**src/rtl/sram_arbiter.sv**
```systemverilog
`default_nettype none
// ============================================================================
// Module  : sram_arbiter
// Brief   : Two-requester (instruction/data) arbiter for a single-port SRAM
//           with a one-cycle read latency; data wins, with an optional
//           anti-starvation streak limit (macro SRAM_ARBITER_FAIRNESS_EN).
// Revision: 1.0 - initial release
// ============================================================================
module sram_arbiter #(
  parameter int ADDR_WIDTH      = 32,
  parameter int DATA_WIDTH      = 32,
  parameter int MAX_DATA_STREAK = 4
) (
  input  logic                    clock,
  input  logic                    reset,
  input  logic                    inst_req,
  input  logic [ADDR_WIDTH-1:0]   inst_addr,
  output logic                    inst_ready,
  output logic                    inst_rvalid,
  output logic [DATA_WIDTH-1:0]   inst_rdata,
  input  logic                    data_req,
  input  logic [DATA_WIDTH/8-1:0] data_wstrb,
  input  logic [ADDR_WIDTH-1:0]   data_addr,
  input  logic [DATA_WIDTH-1:0]   data_wdata,
  output logic                    data_ready,
  output logic                    data_rvalid,
  output logic [DATA_WIDTH-1:0]   data_rdata,
  output logic                    ram_en,
  output logic [DATA_WIDTH/8-1:0] ram_wstrb,
  output logic [ADDR_WIDTH-1:0]   ram_addr,
  output logic [DATA_WIDTH-1:0]   ram_wdata,
  input  logic [DATA_WIDTH-1:0]   ram_rdata
);

  localparam int c_STRB_W = DATA_WIDTH / 8;

  // Encoding is {valid, owner}: owner 0 = inst, 1 = data.
  typedef enum logic [1:0] {
    S_IDLE      = 2'b00,
    S_INST_PEND = 2'b10,
    S_DATA_PEND = 2'b11
  } state_t;

  state_t                r_state;
  logic [DATA_WIDTH-1:0] r_inst_rdata;
  logic [DATA_WIDTH-1:0] r_data_rdata;
  logic                  w_inst_grant;
  logic                  w_data_grant;

`ifdef SRAM_ARBITER_FAIRNESS_EN
  localparam int c_STREAK_W = $clog2(MAX_DATA_STREAK + 1);
  localparam logic [c_STREAK_W-1:0] c_STREAK_MAX = c_STREAK_W'(MAX_DATA_STREAK);

  logic [c_STREAK_W-1:0] r_streak;
  logic                  w_inst_turn;

  assign w_inst_turn  = (r_streak == c_STREAK_MAX);
  assign w_data_grant = !reset && data_req && !(inst_req && w_inst_turn);

  // Counts data wins only while inst is actually waiting.
  always_ff @(posedge clock or posedge reset) begin
    if (reset) begin
      r_streak <= '0;
    end else if (!inst_req || w_inst_grant) begin
      r_streak <= '0;
    end else if (w_data_grant && (r_streak != c_STREAK_MAX)) begin
      r_streak <= r_streak + c_STREAK_W'(1);
    end
  end
`else
  assign w_data_grant = !reset && data_req;
`endif

  assign w_inst_grant = !reset && inst_req && !w_data_grant;

  assign inst_ready = w_inst_grant;
  assign data_ready = w_data_grant;

  assign ram_en    = w_inst_grant || w_data_grant;
  assign ram_wstrb = w_data_grant ? data_wstrb : {c_STRB_W{1'b0}};
  assign ram_addr  = w_data_grant ? data_addr : inst_addr;
  assign ram_wdata = data_wdata;

  always_ff @(posedge clock or posedge reset) begin
    if (reset) begin
      r_state      <= S_IDLE;
      r_inst_rdata <= '0;
      r_data_rdata <= '0;
    end else begin
      if (r_state == S_INST_PEND) r_inst_rdata <= ram_rdata;
      if (r_state == S_DATA_PEND) r_data_rdata <= ram_rdata;
      if (w_inst_grant)      r_state <= S_INST_PEND;
      else if (w_data_grant) r_state <= S_DATA_PEND;
      else                   r_state <= S_IDLE;
    end
  end

  // Response cycle passes RAM data straight through; otherwise hold last value.
  assign inst_rvalid = (r_state == S_INST_PEND);
  assign data_rvalid = (r_state == S_DATA_PEND);
  assign inst_rdata  = inst_rvalid ? ram_rdata : r_inst_rdata;
  assign data_rdata  = data_rvalid ? ram_rdata : r_data_rdata;

endmodule
`default_nettype wire

```
**config.mk**
```make
export PLATFORM = sky130hd
export DESIGN_NAME = sram_arbiter
export DESIGN_NICKNAME = d
export VERILOG_FILES = /design/src/rtl/sram_arbiter.sv
export SDC_FILE = /design/constraint.sdc
export NUM_CORES = 1
export LEC_CHECK = 0
export ABC_AREA = 1
export CAP_MARGIN = 20
export CORE_UTILIZATION = 31
export CTS_BUF_LIST = sky130_fd_sc_hd__clkbuf_8
export DETAILED_ROUTE_END_ITERATION = 16
export GPL_TIMING_DRIVEN = 1
export HOLD_SLACK_MARGIN = 0.03
export PLACE_DENSITY_LB_ADDON = 0.08
export SETUP_SLACK_MARGIN = 0.5
export SLEW_MARGIN = 25
export SYNTH_ARGS = -nofsm -noshare
export SYNTH_HDL_FRONTEND = slang
export SYNTH_SLANG_ARGS = --single-unit
```
**constraint.sdc**
```tcl
create_clock -name clock -period 1.75 [get_ports clock]
set_clock_uncertainty 0.15 [all_clocks]
set_input_delay 0.175 -clock clock [delete_from_list [all_inputs] [get_ports clock]]
set_output_delay 0.175 -clock clock [all_outputs]
set_load 0.01 [all_outputs]
```
**Run 1: a small window of the routed layout**

Bar = 5 um. Window x 43 to 63, y 64 to 84 um. Cells in grey, sequential cells in the stronger grey; small squares are vias.
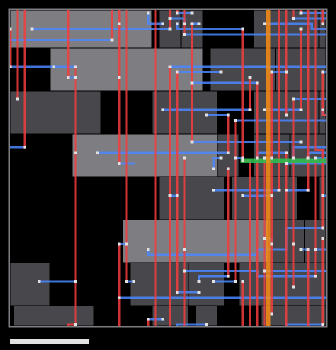
| colour | layer |
|---|---|
| green | M3 |
| blue | M1 |
| orange | M4 |
| red | M2 |
most frequent: buf_6 (7)
cells with their middle in the window: 22
netlist names of flops here include: r_data_rdata (2)
sequential cells in the window: 4

**Run 1: clock wiring as the flow saved it**

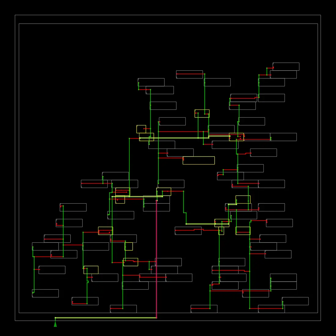
Power Clock: 0.00137 W
FFs & Latches: 66
clk_buf instances: 11
Num Clock Sinks: 66
clock buffer count from CTS: 9

==> results.txt, run 1 <==
Notes on the physical implementation.

- The flow ran to the end, but the final reports show violations.
- The checks that failed: setup timing.
- The number of multi-input logic gates is a little under 300, for reference.
- In the power breakdown, the biggest contributor is combinational logic.
- Along the worst path, the maximum fanout reaches 8.
- The path class of the tightest hold or removal check is in2reg.
- Setup violations remaining at the end of the flow were counted as roughly 56.
- The buffer type at the clock tree root is sky130_fd_sc_hd__clkbuf_8, for reference.
- The via count of the first global-routing pass came to 4188.
- The report lists the number of standard-cell rows as 37.
- The I/O pin count is 273, for reference.
- The highest clock rate is about 540 MHz, for reference.
- The smallest clock period supported by the final layout is computed as between 1.5 and 2 ns.
- Looking at area per cell type in the netlist, the leader is sky130_fd_sc_hd__dfrtp_1.
- Per STA, the highest per-stage delay on the worst path measures approximately 0.42 ns.
- Looking at the max-slew report, the worst-margin pin has a slew of 0.530 ns.
- The post-synth register bit count is about 66.
- The net switching power in the latest report is 0.00203 W.
- The total number of warnings across the stage logs is 29, for reference.
- The final layout report lists a non-clock inverter count of 10.
- The plain and repair buffers instantiated in the layout total between 300 and 400.
- By count the netlist is led by sky130_fd_sc_hd__nand2_1, sky130_fd_sc_hd__nand3_1, sky130_fd_sc_hd__dfrtp_1, sky130_fd_sc_hd__buf_4, sky130_fd_sc_hd__buf_2.
- The logic area is about 2100 um2, for reference.
- The script logs the ratio of routed vias to standard cells as between 4 and 5.
- The fraction of cell area in sequential cells is reported as 20.6%.
- Registers take ~1700 um2.
- In this run the post-CTS setup repair buffer count came out at between 50 and 60.
- The most common logic cells in the final layout are sky130_fd_sc_hd__buf_6, sky130_fd_sc_hd__nand2_1, sky130_fd_sc_hd__clkdlybuf4s50_1.
- The max capacitance violation total is 0, for reference.
- The remaining antenna violation count is 0, for reference.
- After layout, the worst path uses 107% of the clock period.
- The power per unit of standard cell area is just under 800 nW/um2, for reference.
- The setup check on the worst reg-to-reg path leaves a slack of -0.03 ns.
- The capture point of the worst reg-to-reg path is r_inst_rdata[10]$_DFF_PP0_, for reference.
- The timing report notes that buffer and inverter cells on the critical path total 5.
- The first TritonRoute pass finished after 4 iterations.
- The yosys warning tally is 0, for reference.
- The clock H-tree reported by CTS has 3 levels.
- The cell sequence reported for the critical path is inv_2, buf_12, buf_6, buf_16, nand3_2, nand2_2, buf_6.
- The number of stages on the worst setup path is 7, for reference.
- In the power breakdown, the internal column shows roughly 0.0042 W.
- The floorplan net count is between 500 and 600, for reference.
- In this run the layout overhead on the synthesized area is reported as 138%.
- The async set-or-reset flop fraction in the synthesized netlist is 100%, for reference.
- The relative area of clock buffers and inverters in the final design is under 10%, for reference.
- Leaving out filler cells and counting taps, the final layout contains between 800 and 900.
- The number of instances in the synthesized netlist is ~440, for reference.
- Of the cells placed in the final design, the portion with a size suffix greater than 1 is about 58%.
- The worst path required time is roughly 1.4 ns, for reference.
- The initial antenna violation count is 0, for reference.
- The final-layout worst hold slack is 0.162 ns, for reference.
- The cell family contributing the most delay on the critical path is buffers and inverters, for reference.
- The detailed-route wire length per cell is around 20 um, for reference.
- After floorplanning, the core was sized to cover roughly 10000 um2.
- By instance count after routing, the leading logic cell type is sky130_fd_sc_hd__buf_6.
- The post-CTS clock slew at the launch and capture registers of the worst setup and hold paths is about 0.08 ns, for reference.
- The TritonCTS clock tree is done, for reference.
- In this run switching power makes up between 30% and 40% of total power.
- Sequential elements use ~49% of the synthesized area.
- The antenna cell count is 0, for reference.
- The most used flip-flop cell after synthesis is sky130_fd_sc_hd__dfrtp_1.
- Looking at the power breakdown, the clock network takes between 20% and 30% of the total.
- The worst hold path was traced through 4 stages.
- Setup repair after global routing could not meet its margin everywhere.
- The first-iteration detailed-routing DRC count is about 270, for reference.
- The global-route wire length before repair is 22600 um, for reference.
- The number of enable flip-flop cells is 0, for reference.
- Among all stages on the critical path, the largest delay is contributed by sky130_fd_sc_hd__dfrtp_1.
- In the hold report, the worst path ends at r_state[1]$_DFF_PP0_.
- The layout report lists the non-clock buffer share of cell area as between 40% and 50%.
- In this run the full chip footprint comes out at between 10000 and 15000 um2.
- After synthesis, the netlist uses 12 different library cells.
- The post-place instance area is approximately 5700 um2, for reference.
- Of the total power, combinational logic draws 47.2%.
- The number of hold buffers added after CTS was 1.
- The post-synthesis instance area is about 3400 um2, for reference.
- Per the gpl log, the routability congestion estimate is roughly 0.83.
- Summed over all sequential cells, the power is 0.00193 W.
- Counting tap cells, the placed design contains a total of 771 instances.
- STA classifies the critical path endpoint as an output pin.
- The register share of total power is between 30% and 40%, for reference.
- The total routing usage reported by global routing is 26.5%, for reference.
- The most frequent cell on the critical path is sky130_fd_sc_hd__buf_6, for reference.
- The worst max-slew margin expressed relative to the limit is 64.7%, for reference.
- The total overflow left after global routing is 0.
- The combinational power is 0.00295 W, for reference.
- STA classifies the critical path startpoint as a register.
- Across all layers, the routed design uses between 4k and 5k vias.
- The chip area line in the Yosys stat output reads between 3000 and 4000 um2.
- The power report puts the leakage power at approximately 4.1 nW.
- The post-DP HPWL is approximately 9800 um, for reference.
- The critical path is of the reg2out type.
- The synth_stat.txt file lists the number of cells as roughly 440.
- The routed design has 17700 um of wire.
- The largest contributor to cell area by class is buffers, for reference.
- The top cell type by area accounts for about half of the synthesized area.
- The largest registers in the layout are r_data_rdata: 32 flops, r_inst_rdata: 32 flops, r_state: 2 flops.
- Adding up every negative setup slack in the final design gives -3.15 ns.
- The launch point of the worst min-delay path is recorded as reset.
- The total of cells resized after clock tree synthesis is between 600 and 700, for reference.
- After detailed routing, the number of remaining DRC violations is 0.
- The most numerous cell in the Yosys netlist is sky130_fd_sc_hd__nand2_1, for reference.
- The final cell utilization of the core is between 70% and 80%, for reference.
- The post-route cell area is ~8000 um2, for reference.
- Tracing the worst setup path back leads to its startpoint at r_state[0]$_DFF_PP0_.
- The combinational share of cell area is a little over a quarter, for reference.
- A synthesized cell averages 7.75 um2.
- At the floorplan stage, the core utilization is reported as 32.3%.
- The flow inserted between 100 and 150 tap cells.
- The final-layout fill cell count is approximately 720, for reference.
- The worst ir drop on vdd is approximately 410 uV, for reference.
- Entering global routing, the biggest net connects between 40 and 50 pins.
- Per STA, the endpoint of the critical path is inst_rdata[6].
- For the worst flop-to-flop path, the logic depth is 11.
- In this run the deepest clock path goes through 2 buffers.
- The origin of the critical flop-to-flop path is r_state[0]$_DFF_PP0_, for reference.
- The critical path in the final layout is reported with a setup slack of -0.118 ns.
- The final hold violation count is 0, for reference.
- Logged for this run, the post-placement worst setup slack is -0.546 ns.
- The max-slew violation count is 0, for reference.
- In the final design database the tool counted around 880 nets.
- Overall power consumption after layout is estimated at about 0.0062 W.
- For reference, the top cells by area after synthesis are sky130_fd_sc_hd__dfrtp_1, sky130_fd_sc_hd__nand2_1, sky130_fd_sc_hd__nand3_1, sky130_fd_sc_hd__buf_4, sky130_fd_sc_hd__buf_2.
- For the worst setup path, the data arrival time is ~1.5 ns.
- At the later pin of the worst-skew pair, clock insertion delay measures between 0.3 and 0.4 ns.
**Run 1: I/O pins on the die edge**

Bar = 20 um. Pins as bars across the die edge, other pins in grey.
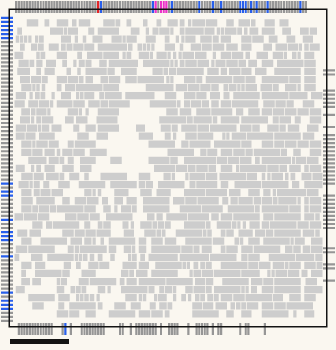
| colour | port | pins | direction | edge |
|---|---|---|---|---|
| blue | data_wdata | 32 | input | 18 west, 13 north, 1 south |
| magenta | data_wstrb | 4 | input | north |
| red | reset | 1 | input | north |
all pins by edge: 107 north, 76 west, 54 south, 36 east
die outline width: 106 um
Port Buf Inserts: 208
die outline height: 106 um

-- run 1: per-layer routing --
| layer | routed length (um) | vias up | track usage, % | part of all wire, % |
|---|---|---|---|---|
| met2 | 9740 | 221 | 47.5 | 55 |
| met4 | 488 | 0 | 9.23 | 2.8 |
| met5 | 0 | - | 0 | 0 |
| met1 | 6170 | 2133 | 29.5 | 35 |
| met3 | 1340 | 27 | 7.79 | 7.6 |
| li1 | - | 1979 | - | - |
-- run 1: cell families (layout without fill, tap and decap cells) --
| group | Yosys count | count (layout) | synth area share (%) |
|---|---|---|---|
| AND-OR/OR-AND | 1 | 1 | 0.148 |
| buffers and inverters | 73 | 388 | 14.4 |
| AND/OR/NAND/NOR | 296 | 296 | 36.6 |
| flip-flops | 66 | 66 | 48.9 |
**Run 1: gate families picked out**

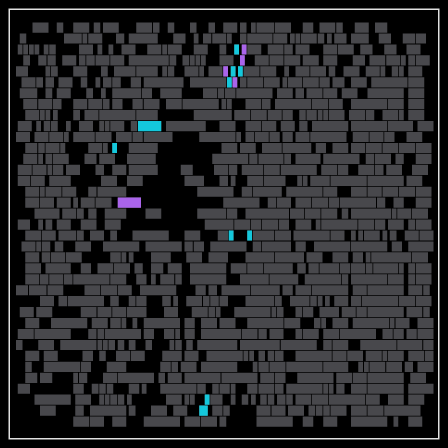

--- run 2 (diff from run 1) ---
--- a/config.mk
+++ b/config.mk
@@ -7,9 +7,11 @@
 export LEC_CHECK = 0
 export ABC_AREA = 1
 export CAP_MARGIN = 20
-export CORE_UTILIZATION = 31
+export CORE_AREA = 2 2 105 107
 export CTS_BUF_LIST = sky130_fd_sc_hd__clkbuf_8
 export DETAILED_ROUTE_END_ITERATION = 16
+export DIE_AREA = 0 0 107 109
+export GPL_ROUTABILITY_DRIVEN = 1
 export GPL_TIMING_DRIVEN = 1
 export HOLD_SLACK_MARGIN = 0.03
 export PLACE_DENSITY_LB_ADDON = 0.08
==> constraint.sdc (replaced) <==
create_clock -name clock -period 2.2 [get_ports clock]
set_clock_uncertainty 0.15 [all_clocks]
set_input_delay 0.22 -clock clock [delete_from_list [all_inputs] [get_ports clock]]
set_output_delay 0.22 -clock clock [all_outputs]
set_load 0.01 [all_outputs]
**Run 2: gate families picked out**

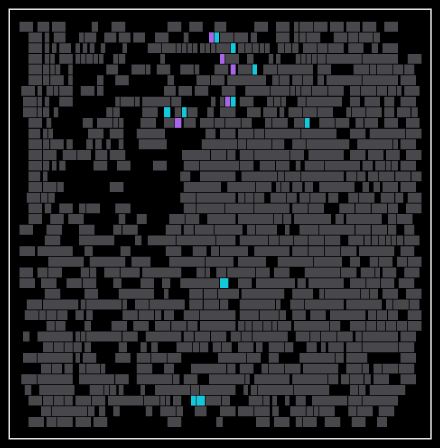
| colour | family | cells | most used |
|---|---|---|---|
| cyan | inv cells | 10 | inv_1 |
| purple | nor cells | 5 | nor2_1 |
Comb/total area: 24.7%
most common cell after layout, fill and taps aside: sky130_fd_sc_hd__clkdlybuf4s50_1
final cell count without fillers: 877

**Run 2: a small window of the routed layout**

Bar = 5 um. Window x 44 to 64, y 66 to 86 um. Cells in grey, sequential cells in the stronger grey; small squares are vias.
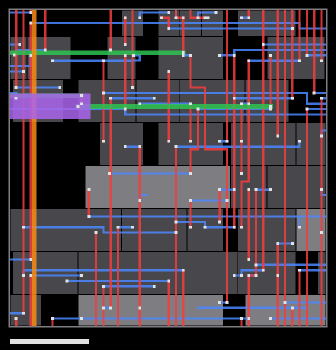
| colour | layer |
|---|---|
| blue | M1 |
| red | M2 |
| purple | M5 |
| green | M3 |
| orange | M4 |
netlist names of flops here include: r_data_rdata (3)
sequential cells in the window: 3
most frequent: buf_4 (6), clkdlybuf4s50_1 (4), buf_6 (4)
cells with their middle in the window: 32

**Run 2: wire density map**

21 x 22 tiles, from white (low) to dark blue (high), scaled to the fullest tile. Values are wire area over tile area, all layers added.
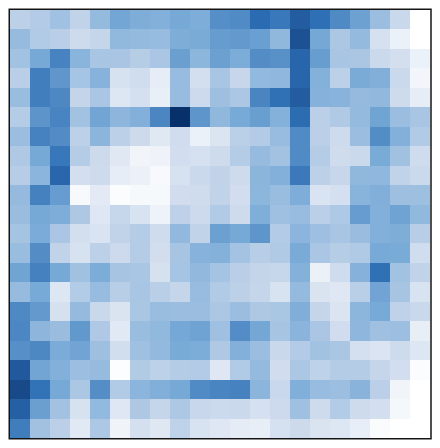
tiles over half the peak: 20%
emptiest ninth of the die: south-east
fullest tile: 0.72
nearly empty tiles: 1.9%
average detailed-routed wire length per instance: 20.6 um
Total GRT Usage: 27.2%
total via count after detailed routing: 4227
WL final: 18100 um

==> run 2 against run 1 <==
  * The flow now finishes without violations
  * Synthesized cell count unchanged
  * Die area up 3.1%
  * Sequential power down about 20%
  * Worst setup slack better by 0.32 ns
  * Critical endpoint is now inst_rdata[10]
  * Register-to-register slack better by 0.25 ns
  * Utilization down 4.2 points
  * Routed wire length up 1.8%
  * Sequential share of layout area up 0.94 points
  * Cell area down 4.3%
  * Non-clock buffer count down 13
==> results.txt, run 2 <==
Notes on the physical implementation.

- The number of instances in the placed design was 746 (was 771).
- The cell family contributing the most delay on the critical path is buffers and inverters (unchanged).
- The via count of the first global-routing pass is 3974 (was 4188), for reference.
- Highest-count cells in the layout ignoring fill and taps: sky130_fd_sc_hd__clkdlybuf4s50_1, sky130_fd_sc_hd__nand2_1, sky130_fd_sc_hd__buf_6 (was sky130_fd_sc_hd__buf_6, sky130_fd_sc_hd__nand2_1, sky130_fd_sc_hd__clkdlybuf4s50_1).
- The floorplan net count is 572 (unchanged), for reference.
- The post-route fraction of the period consumed by the critical path is roughly nine tenths, for reference.
- The worst path required time is 1.83 ns (was 1.42 ns), for reference.
- The internal reg-to-reg setup slack is 0.22 ns (was -0.03 ns), for reference.
- The switching share of total power is 31.5% (was 32.6%).
- The critical path startpoint category is a register (unchanged), for reference.
- Unrepaired setup endpoints after global routing: true (unchanged).
- The die span in y is 109 um (was 106 um), for reference.
- The wire length on met2 is 9400 um (was 9740 um).
- The total internal power is 0.00348 W (was 0.00421 W), for reference.
- The sequential logic power came to 0.00155 W (was 0.00193 W).
- The capture point of the worst reg-to-reg path is r_inst_rdata[15]$_DFF_PP0_ (was r_inst_rdata[10]$_DFF_PP0_), for reference.
- The yosys warning tally is 0 (unchanged), for reference.
- The number of synthesized register bits is 66 (unchanged), for reference.
- The proportion of cell area occupied by registers is 21.5% (was 20.6%).
- The static leakage was 3.84 nW (was 4.08 nW).
- The maximum level of the CTS H-tree came to 3 (unchanged).
- The clock latency at the later pin of the worst-skew pair was 0.33 ns (was 0.34 ns).
- Leading cell types by total area after synthesis: sky130_fd_sc_hd__dfrtp_1, sky130_fd_sc_hd__nand2_1, sky130_fd_sc_hd__nand3_1, sky130_fd_sc_hd__buf_4, sky130_fd_sc_hd__buf_2 (unchanged).
- The total buffers and inverters traversed by the critical path is 5 (unchanged).
- The max capacitance violation total was 0 (unchanged).
- The sequential area share after synthesis is 48.9% (unchanged), for reference.
- The largest stage delay on the critical path was 0.49 ns (was 0.42 ns).
- Outcome: completed (was complete, but fails checks).
- The worst ir drop on vdd was 393 uV (was 408 uV).
- The post-synthesis area per instance is 7.75 um2 (unchanged), for reference.
- The highest-utilization routing layer at the global route stage was met2 (unchanged).
- The horizontal die dimension is 107 um (was 106 um).
- The post-route cell area is 7680 um2 (was 8020 um2), for reference.
- The data arrival at the endpoint of the critical path came to 1.63 ns (was 1.54 ns).
- The number of stages on the worst setup path is 7 (unchanged), for reference.
- The antenna cell count was 0 (unchanged).
- The combinational power is 0.00225 W (was 0.00295 W), for reference.
- The minimum clock period after layout is roughly 2 ns, for reference.
- The TritonCTS clock tree is done (unchanged).
- The cell accounting for the most synthesized area is sky130_fd_sc_hd__dfrtp_1 (unchanged).
- The clock group share of total power is 25.1% (was 21.9%), for reference.
- The area growth from synthesis to layout came to 127% (was 138%).
- The post-place instance area is 5410 um2 (was 5680 um2).
- The largest net degree at the start of global routing is 34 (was 43), for reference.
- Ranking of synthesized cells by instance count: sky130_fd_sc_hd__nand2_1, sky130_fd_sc_hd__nand3_1, sky130_fd_sc_hd__dfrtp_1, sky130_fd_sc_hd__buf_4, sky130_fd_sc_hd__buf_2 (unchanged).
- The relative area of clock buffers and inverters in the final design is 3.11% (was 2.64%).
- The area enclosed by the die boundary is 11700 um2 (was 11300 um2), for reference.
- The origin of the critical flop-to-flop path is r_state[0]$_DFF_PP0_ (unchanged).
- The initial antenna violation count was 2 (was 0).
- The number of multi-input logic gates was 297 (unchanged).
- The met2 demand-to-capacity share in global routing was 46.2% (was 47.5%).
- The pre-CTS worst setup slack is 0.00722 ns (was -0.546 ns), for reference.
- The worst setup slack after layout was 0.200 ns (was -0.118 ns).
- The final-layout worst hold slack is 0.123 ns (was 0.162 ns), for reference.
- The weighted congestion reported at the end of routability-driven placement was 0.880 (was 0.825).
- The non-clock buffer share of cell area came to 47.8% (about the same).
- The ratio of cells with drive above 1 in the final layout was 49.3% (was 57.9%).
- The reported clock group power came to 0.00127 W (was 0.00137 W).
- The number of instances in the synthesized netlist is 436 (unchanged), for reference.
- The number of buffers other than clock buffers in the final layout is 349 (was 362), for reference.
- Per the timing report, the achievable frequency comes out to ~500 MHz.
- The TritonCTS sink count came to 66 (unchanged).
- The number of nets in the layout is 869 (was 882).
- The async set-or-reset flop fraction in the synthesized netlist is 100% (unchanged).
- The master of the slowest instance on the critical path is sky130_fd_sc_hd__dfrtp_2 (was sky130_fd_sc_hd__dfrtp_1).
- The global-route wire length before repair is 23100 um (was 22600 um), for reference.
- List of cells traversed by the critical path: inv_4, buf_8, buf_12, buf_16, nand3_1, nand2_1, buf_2 (was inv_2, buf_12, buf_6, buf_16, nand3_2, nand2_2, buf_6).
- The total number of warnings across the stage logs is 28 (was 29).
- The number of library cell types mapped by synthesis is 12 (unchanged).
- The power spent charging and discharging nets is 0.00160 W (was 0.00203 W), for reference.
- The maximum count of clock buffers along a single path is 2 (unchanged), for reference.
- The worst max-slew margin expressed relative to the limit is 71.7% (was 64.7%), for reference.
- The clock buffer count from CTS was 9 (unchanged).
- The final-layout fill cell count is 764 (was 723), for reference.
- The post-synthesis instance area is 3380 um2 (unchanged), for reference.
- The final tally of setup violations is 0 (was 56), for reference.
- The met1 track demand over resource in global routing is 29.3% (was 29.5%), for reference.
- The post-DP HPWL is 11100 um (was 9850 um), for reference.
- The detailed-routed wire length on met3 was 1600 um (was 1340 um).
- The proportion of netlist area held by the largest area contributor is 48.9% (unchanged), for reference.
- The slew at the pin with the worst max-slew slack is 0.425 ns (was 0.530 ns), for reference.
- The start point of the critical path was r_state[0]$_DFF_PP0_ (unchanged).
- The post-CTS clock slew at the launch and capture registers of the worst setup and hold paths is 0.08 ns (about the same), for reference.
- The met3 usage in global routing is 11.5% (was 7.79%).
- Registers with the most flip-flops: r_data_rdata: 32 flops, r_inst_rdata: 32 flops, r_state: 2 flops (unchanged).
- The average via count per standard cell came to 4.82 (was 4.92).
- The register share of total power was 30.6% (was 30.9%).
- The critical path capture point type was an output pin (unchanged).
- The number of clock-tree buffers in the layout is 9 (was 11), for reference.
- The number of buffers added on ports was 208 (unchanged).
- The category of the most critical setup path was reg2out (unchanged).
- The length in cells of the worst reg-to-reg path came to 12 (was 11).
- The type of the most critical hold path was in2async (was in2reg).
- The max-slew violation count is 0 (unchanged), for reference.
- The I/O pin count came to 273 (unchanged).
- The count of TritonRoute iterations in the first routing pass was 5 (was 4).
- The final hold violation count was 0 (unchanged).
- The logic area is 1900 um2 (was 2100 um2), for reference.
- The most numerous cell in the Yosys netlist is sky130_fd_sc_hd__nand2_1 (unchanged).
- The power per unit of standard cell area is 660 nW/um2 (was 778 nW/um2), for reference.
- The remaining antenna violation count came to 0 (unchanged).
- The largest contributor to cell area by class is buffers (unchanged).
==> run 2: cell counts after synthesis <==
No cell type changed its count.
==> run 2: repair_timing <==
| action | in CTS | in global routing |
|---|---|---|
| endpoints found under the setup margin | 105 | 95 |
| pin swaps | 34 | 39 |
| gates cloned | 8 | 4 |
| buffers inserted | 70 | 34 |
| gates resized | 429 | 215 |
==> run 2: kinds of logic (layout without fill, tap and decap cells) <==
group / after synthesis / in the layout / share of synthesized area, %
AOI/OAI and AO/OA: 1 / 1 / 0.148
buffers and inverters: 73 / 374 / 14.4
DFF: 66 / 66 / 48.9
and+or+nand+nor: 296 / 296 / 36.6
Power figures rest on the tool's default switching activity, not on a simulated workload.
